===== src/rtl/rv32_pkg.sv =====
// Shared register-file constants, scheduler FSM states and a saturating counter helper.
package rv32_pkg;

   localparam int unsigned REG_ADDR_W = 5;
   localparam int unsigned NUM_REGS   = 32;
   localparam int unsigned XLEN       = 32;

   typedef enum logic [1:0] {
      StIdle     = 2'd0,
      StWaiting  = 2'd1,
      StThrottle = 2'd2
   } sched_state_e;

   function automatic logic [31:0] sat_inc32(input logic [31:0] val);
      return (val == 32'hFFFF_FFFF) ? val : val + 32'd1;
   endfunction

endpackage


===== src/rtl/rf_pending_scoreboard.sv =====
// Per-register pending bits for long-latency results plus an in-flight counter.
// Set and clear may hit the same cycle; the counter then holds and never underflows.
module rf_pending_scoreboard
   import rv32_pkg::*;
#(
   parameter int unsigned MAX_OUTSTANDING = 4,
   parameter int unsigned CNT_W           = $clog2(MAX_OUTSTANDING + 1)
) (
   input  logic                  clk,
   input  logic                  rst_n,
   input  logic                  set_en,
   input  logic [REG_ADDR_W-1:0] set_addr,
   input  logic                  clr_en,
   input  logic [REG_ADDR_W-1:0] clr_addr,
   input  logic [REG_ADDR_W-1:0] rs1_addr,
   input  logic [REG_ADDR_W-1:0] rs2_addr,
   input  logic [REG_ADDR_W-1:0] rd_addr,
   output logic                  rs1_pending,
   output logic                  rs2_pending,
   output logic                  rd_pending,
   output logic                  full,
   output logic [CNT_W-1:0]      outstanding
);

   logic [NUM_REGS-1:0] pending_q, pending_d;
   logic [CNT_W-1:0]    count_q, count_d;

   always_comb begin
      pending_d = pending_q;
      if (clr_en) pending_d[clr_addr] = 1'b0;
      if (set_en) pending_d[set_addr] = 1'b1;
      pending_d[0] = 1'b0;
   end

   always_comb begin
      count_d = count_q;
      if (set_en && !clr_en) begin
         count_d = count_q + CNT_W'(1);
      end else if (!set_en && clr_en && (count_q != '0)) begin
         count_d = count_q - CNT_W'(1);
      end
   end

   always_ff @(posedge clk) begin
      if (!rst_n) begin
         pending_q <= '0;
         count_q   <= '0;
      end else begin
         pending_q <= pending_d;
         count_q   <= count_d;
      end
   end

   assign rs1_pending = pending_q[rs1_addr];
   assign rs2_pending = pending_q[rs2_addr];
   assign rd_pending  = pending_q[rd_addr];
   assign full        = (count_q == CNT_W'(MAX_OUTSTANDING));
   assign outstanding = count_q;

endmodule


===== src/rtl/rf_writeback_scheduler.sv =====
// Register-file write-port arbiter (WB over long-latency), RAW/WAW/FULL issue stall and
// long-latency starvation throttle. Optional stall/throttle counters under RF_WB_STATS_EN.
module rf_writeback_scheduler
   import rv32_pkg::*;
#(
   parameter int unsigned XLEN            = 32,
   parameter int unsigned MAX_OUTSTANDING = 4,
   parameter int unsigned STARVE_LIMIT    = 8
) (
   input  logic                  clk,
   input  logic                  rst_n,
   input  logic                  id_valid_i,
   input  logic                  id_flush_i,
   input  logic [REG_ADDR_W-1:0] id_rs1_addr_i,
   input  logic [REG_ADDR_W-1:0] id_rs2_addr_i,
   input  logic                  id_rs1_used_i,
   input  logic                  id_rs2_used_i,
   input  logic [REG_ADDR_W-1:0] id_rd_addr_i,
   input  logic                  id_reg_write_i,
   input  logic                  id_long_lat_i,
   output logic                  stall_o,
   input  logic                  wb_reg_write_i,
   input  logic [REG_ADDR_W-1:0] wb_rd_addr_i,
   input  logic [XLEN-1:0]       wb_data_i,
   input  logic                  ll_valid_i,
   input  logic [REG_ADDR_W-1:0] ll_rd_addr_i,
   input  logic [XLEN-1:0]       ll_data_i,
   output logic                  ll_ready_o,
   output logic                  rf_wen_o,
   output logic [REG_ADDR_W-1:0] rf_waddr_o,
   output logic [XLEN-1:0]       rf_wdata_o,
   output logic [31:0]           stat_stall_o,
   output logic [31:0]           stat_starve_o
);

   localparam int unsigned CNT_W  = $clog2(MAX_OUTSTANDING + 1);
   localparam int unsigned WAIT_W = $clog2(STARVE_LIMIT + 1);

   sched_state_e      state_q, state_d;
   logic [WAIT_W-1:0] wait_q, wait_d;
   logic              active_q;
   logic              en;
   logic              wb_win;
   logic              ll_xfer;
   logic              hazard;
   logic              issue;
   logic              set_en;
   logic              rs1_pending, rs2_pending, rd_pending, full;
   logic [CNT_W-1:0]  outstanding;

   // Outputs stay quiet during reset and for the first cycle after it.
   assign en = rst_n && active_q;

   assign wb_win     = wb_reg_write_i && (wb_rd_addr_i != '0);
   assign ll_ready_o = en && ll_valid_i && !wb_win;
   assign ll_xfer    = ll_valid_i && ll_ready_o;

   always_comb begin
      rf_wen_o   = 1'b0;
      rf_waddr_o = '0;
      rf_wdata_o = '0;
      if (en && wb_win) begin
         rf_wen_o   = 1'b1;
         rf_waddr_o = wb_rd_addr_i;
         rf_wdata_o = wb_data_i;
      end else if (ll_ready_o) begin
         rf_wen_o   = (ll_rd_addr_i != '0);
         rf_waddr_o = ll_rd_addr_i;
         rf_wdata_o = ll_data_i;
      end
   end

   assign hazard = (id_rs1_used_i && (id_rs1_addr_i != '0) && rs1_pending)
                 | (id_rs2_used_i && (id_rs2_addr_i != '0) && rs2_pending)
                 | (id_reg_write_i && (id_rd_addr_i != '0) && rd_pending)
                 | (id_long_lat_i && full)
                 | (state_q == StThrottle);

   assign stall_o = en && id_valid_i && !id_flush_i && hazard;
   assign issue   = en && id_valid_i && !id_flush_i && !stall_o;
   assign set_en  = issue && id_long_lat_i && id_reg_write_i && (id_rd_addr_i != '0);

   rf_pending_scoreboard #(
      .MAX_OUTSTANDING (MAX_OUTSTANDING),
      .CNT_W           (CNT_W)
   ) u_scoreboard (
      .clk         (clk),
      .rst_n       (rst_n),
      .set_en      (set_en),
      .set_addr    (id_rd_addr_i),
      .clr_en      (ll_xfer),
      .clr_addr    (ll_rd_addr_i),
      .rs1_addr    (id_rs1_addr_i),
      .rs2_addr    (id_rs2_addr_i),
      .rd_addr     (id_rd_addr_i),
      .rs1_pending (rs1_pending),
      .rs2_pending (rs2_pending),
      .rd_pending  (rd_pending),
      .full        (full),
      .outstanding (outstanding)
   );

   // A dropped ll_valid without transfer is a protocol error; just fall back to idle.
   always_comb begin
      state_d = state_q;
      wait_d  = wait_q;
      unique case (state_q)
         StIdle: begin
            if (en && ll_valid_i && !ll_ready_o) begin
               state_d = StWaiting;
               wait_d  = WAIT_W'(1);
            end
         end
         StWaiting: begin
            if (ll_xfer || !ll_valid_i) begin
               state_d = StIdle;
               wait_d  = '0;
            end else if (wait_q == WAIT_W'(STARVE_LIMIT)) begin
               state_d = StThrottle;
            end else begin
               wait_d = wait_q + WAIT_W'(1);
            end
         end
         StThrottle: begin
            if (ll_xfer || !ll_valid_i) begin
               state_d = StIdle;
               wait_d  = '0;
            end
         end
         default: begin
            state_d = StIdle;
            wait_d  = '0;
         end
      endcase
   end

   always_ff @(posedge clk) begin
      if (!rst_n) begin
         active_q <= 1'b0;
         state_q  <= StIdle;
         wait_q   <= '0;
      end else begin
         active_q <= 1'b1;
         state_q  <= state_d;
         wait_q   <= wait_d;
      end
   end

`ifdef RF_WB_STATS_EN
   logic [31:0] stat_stall_q, stat_starve_q;

   always_ff @(posedge clk) begin
      if (!rst_n) begin
         stat_stall_q  <= '0;
         stat_starve_q <= '0;
      end else begin
         if (stall_o) stat_stall_q <= sat_inc32(stat_stall_q);
         if (state_q == StThrottle) stat_starve_q <= sat_inc32(stat_starve_q);
      end
   end

   assign stat_stall_o  = stat_stall_q;
   assign stat_starve_o = stat_starve_q;
`else
   assign stat_stall_o  = '0;
   assign stat_starve_o = '0;
`endif

   logic unused_outstanding;
   assign unused_outstanding = ^outstanding;

endmodule


===== config.mk =====
export PLATFORM = sky130hd
export DESIGN_NAME = rf_writeback_scheduler
export DESIGN_NICKNAME = d
export VERILOG_FILES = /design/src/rtl/rv32_pkg.sv /design/src/rtl/rf_pending_scoreboard.sv /design/src/rtl/rf_writeback_scheduler.sv
export SDC_FILE = /design/constraint.sdc
export NUM_CORES = 1
export LEC_CHECK = 0
export CORE_ASPECT_RATIO = 0.7
export CORE_MARGIN = 2
export CORE_UTILIZATION = 41
export CTS_BUF_LIST = sky130_fd_sc_hd__clkbuf_16
export CTS_CLUSTER_DIAMETER = 120
export DETAILED_ROUTE_END_ITERATION = 16
export GPL_TIMING_DRIVEN = 0
export PLACE_DENSITY_LB_ADDON = 0.12
export SKIP_LAST_GASP = 1
export SYNTH_ARGS = -nofsm -noshare
export SYNTH_HDL_FRONTEND = slang
export SYNTH_HIERARCHICAL = 1
export SYNTH_SLANG_ARGS = --single-unit

===== constraint.sdc =====
create_clock -name clk -period 4.95 [get_ports clk]
set_input_delay 0.495 -clock clk [delete_from_list [all_inputs] [get_ports clk]]
set_output_delay 0.495 -clock clk [all_outputs]
set_load 0.05 [all_outputs]

Fig. 1: run 1, M3 wires
Bar = 20 µm.
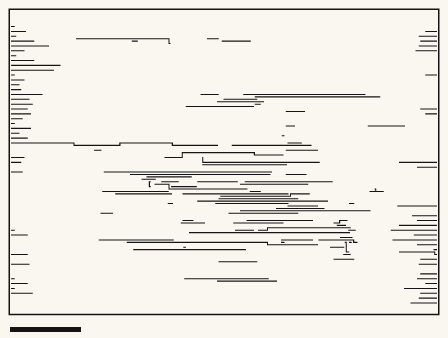
125 nets have wire on it. The wires run mostly horizontal. The longest straight run is 46.9 µm.

Fig. 2: run 1, cells by drive strength
Bar = 20 µm.
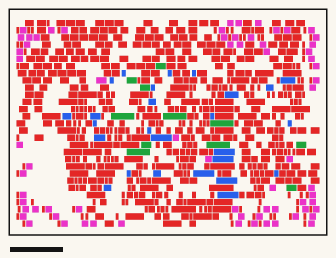
Blue is _2 cells, cells 26. Green is _6 and larger, cells 11. Red is _0 and _1 cells, cells 575. Magenta is _3 and _4 cells, cells 69.

Fig. 3: run 1, placed standard cells
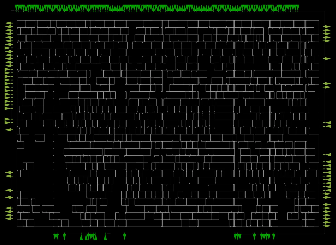
flop share of the area: 14.2%
TAP cells: 124
Finished Layout Cells: 805

-- run 1: layer usage --
metal  vias up  track usage [%]
li1       2023                -
met1      1997             35.9
met2       221             40.5
met3        11             6.32
met4         0             3.21
met5         -                0
-- run 1: worst min-delay path by stage --
stage               slack [ns]         to  cells after the start  startpoint
floorplan                 0.46  wait_q[2]                      2   wait_q[2]
global route              0.54  wait_q[3]                      2   wait_q[3]
detailed placement        0.50  wait_q[2]                      2   wait_q[2]
global placement          0.48  wait_q[2]                      2   wait_q[2]
CTS                       0.51  wait_q[2]                      2   wait_q[2]
finish                    0.51  wait_q[2]                      2   wait_q[2]
==> run_results.csv, run 1 <==
group,metric,value,unit
floorplanning,placementRows,29,
synth,synthDistinctLibCells,53,
floorplanning,chipArea,10200,µm²
power_and_ir_drop,internal_power,0.000688,W
floorplanning,design.core.area,9110,µm²
critical_path,worstPathRequired,5.14,ns
layout,regMostFlops,"u_scoreboard/pending_q",
layout,seq_cell_count,41,
power_and_ir_drop,p_leak,2.39,nW
synth,yosysChipArea,3860,µm²
final_timing,finalCriticalPeriod,4.36,ns
run_status,status,"complete, no violations",
synth,area_leaders,"dfxtp_1, buf_4, a22o_1",
synth,ys_ff,41,
critical_path,cp-start-kind,"primary input",
place,place_area,5640,µm²
routing,topRoutingLayerUsed,"met4",
synth,syn_area,3860,µm²
synth,synth_stat.cells,471,
power_and_ir_drop,p_comb,0.000424,W
synth,synth_warnings,6,
critical_path,rrSetupSlack,1.30,ns
synth,synth.logic.top_family,"AND-OR/OR-AND gates",
synth,yosys.area.top_type,"dfxtp_1",
layout,signal_buffers,227,
power_and_ir_drop,p_per_area,186,nW/µm²
critical_path,arrival,4.55,ns
==> inputs of run 2 (changes only) <==
--- a/config.mk
+++ b/config.mk
@@ -5,6 +5,8 @@
 export SDC_FILE = /design/constraint.sdc
 export NUM_CORES = 1
 export LEC_CHECK = 0
+export ABC_AREA = 1
+export ABC_CLOCK_PERIOD_IN_PS = 4950
 export CORE_ASPECT_RATIO = 0.7
 export CORE_MARGIN = 2
 export CORE_UTILIZATION = 41
@@ -16,5 +18,4 @@
 export SKIP_LAST_GASP = 1
 export SYNTH_ARGS = -nofsm -noshare
 export SYNTH_HDL_FRONTEND = slang
-export SYNTH_HIERARCHICAL = 1
 export SYNTH_SLANG_ARGS = --single-unit
Fig. 4: run 2, metal 4
Supply wires on this layer in grey.
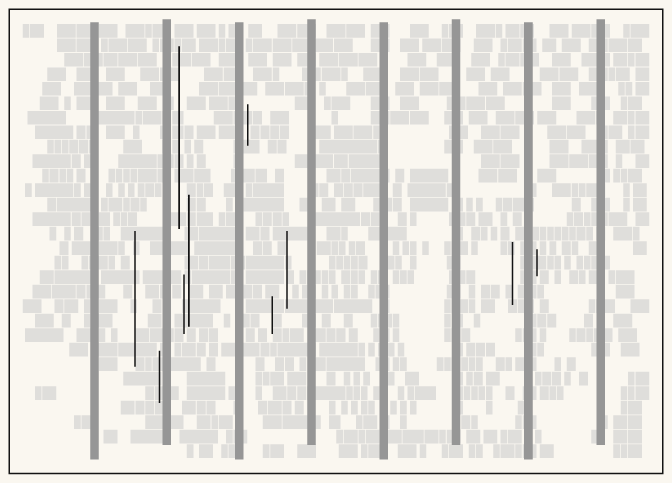
The layer carries 149 µm of wire. 8 nets have wire on it. The wires run mostly vertical. The longest straight run is 34.0 µm. The layer holds 0.93% of the routed length.

==> run 2 against run 1 <==
Count of clock-buffer cells in the layout is the same. Highest routed layer unchanged. Maximum frequency rose by 11%. Cell count grew 19%. Synthesized cell count is 32% higher. Final area grew 2.9%. Largest cell class unchanged. Non-clock buffer count increased by 1. Critical path depth increased by 2.
==> run_results.csv, run 2 <==
group,metric,value,unit
synth,yosysChipArea,4020,µm²
layout,final_cells,959,
critical_path,rrSetupSlack,2.59,ns
synth,ys_sh_xor,0,%
synth,area_leaders,"dfxtp_1, nand2_1, buf_4",
synth,synth_stat.cells,623,
critical_path,worstPathRequired,4.45,ns
floorplanning,placementRows,30,
floorplanning,design.core.area,9610,µm²
synth,syn_area,4020,µm²
synth,synth_warnings,0,
grt,groute.layer.met3.usage,5.24,%
grt,busiest_layer,"met2",
floorplanning,chipArea,10600,µm²
clock_tree,clockBufferDepth,2,
run_status,status,"complete, no violations",
synth,synthDistinctLibCells,37,
power_and_ir_drop,p_comb,0.000438,W
synth,ys_ff,41,
hold_path,worstHoldStart,"u_scoreboard.pending_q[8]",
power_and_ir_drop,p_per_area,192,nW/µm²
critical_path,cp-start-kind,"primary input",
final_timing,finalCriticalPeriod,3.94,ns
layout,n_fill_cell,898,
grt,use_met1,42.4,%
synth,synth.logic.top_family,"simple AND/OR/NAND/NOR gates",
hold_path,hold_path_depth,2,
routing,topRoutingLayerUsed,"met4",
synth,yosys.area.top_type,"dfxtp_1",
[run 2: final cells by class]
type / count / area [µm²] / share of cell area, %
sequential: 41 / 821 / 13.8
clock buffer: 5 / 125 / 2.10
inverter: 54 / 203 / 3.40
buffer: 91 / 638 / 10.7
multi-input combinational: 500 / 2600 / 43.6
clock inverter: 3 / 41.3 / 0.693
timing repair buffer: 137 / 1370 / 23.0
tap: 128 / 160 / 2.69
[run 2: worst min-delay path, cell delays in order (launching register included)]
cell	delay, ns
dfxtp_1	0.31
o21ai_0	0.06
a21oi_1	0.06
[run 2: cell families (layout without fill, tap and decap cells)]
logic type,count (synthesis),in the layout
compound gates,141,141
fa+ha+maj,3,3
buf+inv,145,290
flops,41,41
other cells,1,64
simple gates,292,292
==> inputs of run 3 (changes only) <==
--- a/config.mk
+++ b/config.mk
@@ -6,7 +6,7 @@
 export NUM_CORES = 1
 export LEC_CHECK = 0
 export ABC_AREA = 1
-export ABC_CLOCK_PERIOD_IN_PS = 4950
+export ABC_CLOCK_PERIOD_IN_PS = 3800
 export CORE_ASPECT_RATIO = 0.7
 export CORE_MARGIN = 2
 export CORE_UTILIZATION = 41
==> constraint.sdc (replaced) <==
create_clock -name clk -period 3.8 [get_ports clk]
set_input_delay 0.38 -clock clk [delete_from_list [all_inputs] [get_ports clk]]
set_output_delay 0.38 -clock clk [all_outputs]
set_load 0.05 [all_outputs]
Fig. 5: run 3, cells by drive strength
Bar = 20 µm.
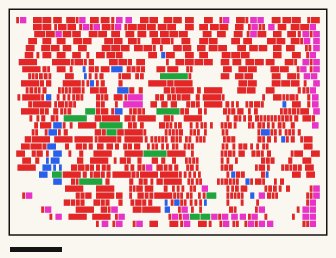
Magenta is _3 and _4 cells, cells 68. Red is _0 and _1 cells, cells 721. Blue is _2 cells, cells 30. Green is _6 and larger, cells 12.

==> run 3 against run 2 <==
Non-clock buffer count did not move. Core utilization up 0.091 points. Sequential power is about 30% higher. Critical path type unchanged. Register-to-register slack worse by 1.1 ns. Synthesized cell count unchanged. Count of clock-buffer cells in the layout stayed put. Clock power increased by about 30%. Cell count unchanged.
==> run_results.csv, run 3 <==
group,metric,value,unit
grt,use_met1,42.4,%
grt,met2_usage,43.9,%
layout,regArea,821,µm²
power_and_ir_drop,internal_power,0.000948,W
critical_path,slowest_delay,0.81,ns
floorplanning,chipArea,10600,µm²
final_timing,finalCritPeriodShare,96.3,%
layout,final_cells,959,
run_status,status,"complete, no violations",
synth,syn_area,4020,µm²
power_and_ir_drop,p_per_area,249,nW/µm²
clock_tree,clockBufferDepth,2,
layout,sh_seq_area,13.8,%
layout,nClkBuffers,5,
grt,busiest_layer,"met2",
critical_path,worstPathRequired,3.42,ns
layout,regMostFlops,"u_scoreboard.pending_q",
final_timing,fin_hold_ws,0.480,ns
layout,layout.area.comb,2600,µm²
layout,largest_class,"combinational gates",
synth,yosysChipArea,4020,µm²
critical_path,arrival,3.28,ns
critical_path,cp-start-kind,"primary input",
layout,clock_area_share,2.79,%
layout,comb-cell-share,43.6,%
layout,buf_share,33.8,%
routing,topRoutingLayerUsed,"met4",
grt,groute.layer.met3.usage,5.24,%
synth,area_leaders,"dfxtp_1, nand2_1, buf_4",
place,place_area,5790,µm²
layout,nMultiInputCombCells,500,
floorplanning,placementRows,30,
final_timing,finalCriticalPeriod,3.66,ns
critical_path,critPathMaxFanout,10,
power_and_ir_drop,p_clk,0.000482,W
synth,synth_warnings,0,
synth,yosys.area.top_type,"dfxtp_1",
floorplanning,tap_cells,128,
routing,num_vias,5062,
floorplanning,design.core.area,9610,µm²
power_and_ir_drop,p_comb,0.000570,W
## run 3: cell counts after synthesis
No cell type changed its count.
## run 3: worst paths after layout
check                             startpoint                          end  slack [ns]  cells after the start
setup reg to reg  u_scoreboard.pending_q[19]  u_scoreboard.outstanding[2]        1.45                     16
setup / recovery                       rst_n                rf_wdata_o[2]        0.14                      9
hold reg to reg    u_scoreboard.pending_q[8]    u_scoreboard.pending_q[8]        0.48                      2
hold / removal     u_scoreboard.pending_q[8]    u_scoreboard.pending_q[8]        0.48                      2
## run 3: cell families (layout without fill, tap and decap cells)
family	Yosys count	after routing	synth area share (%)
AOI/OAI and AO/OA	141	141	22.6
adders and majority gates	3	3	1.12
buffers and inverters	145	290	20.9
DFF	41	41	20.4
other	1	64	0.0933
and+or+nand+nor	292	292	34.8

## Gallery

Signal wires by layer.
Bar = 20 µm.
picture 1
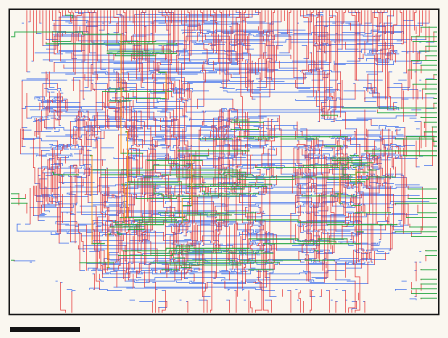
picture 2
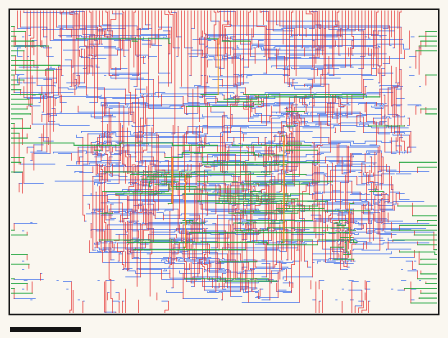
Of these, most wire: picture 1
picture 2: run 1
picture 1: run 2

Power and IR drop assume default switching activity.
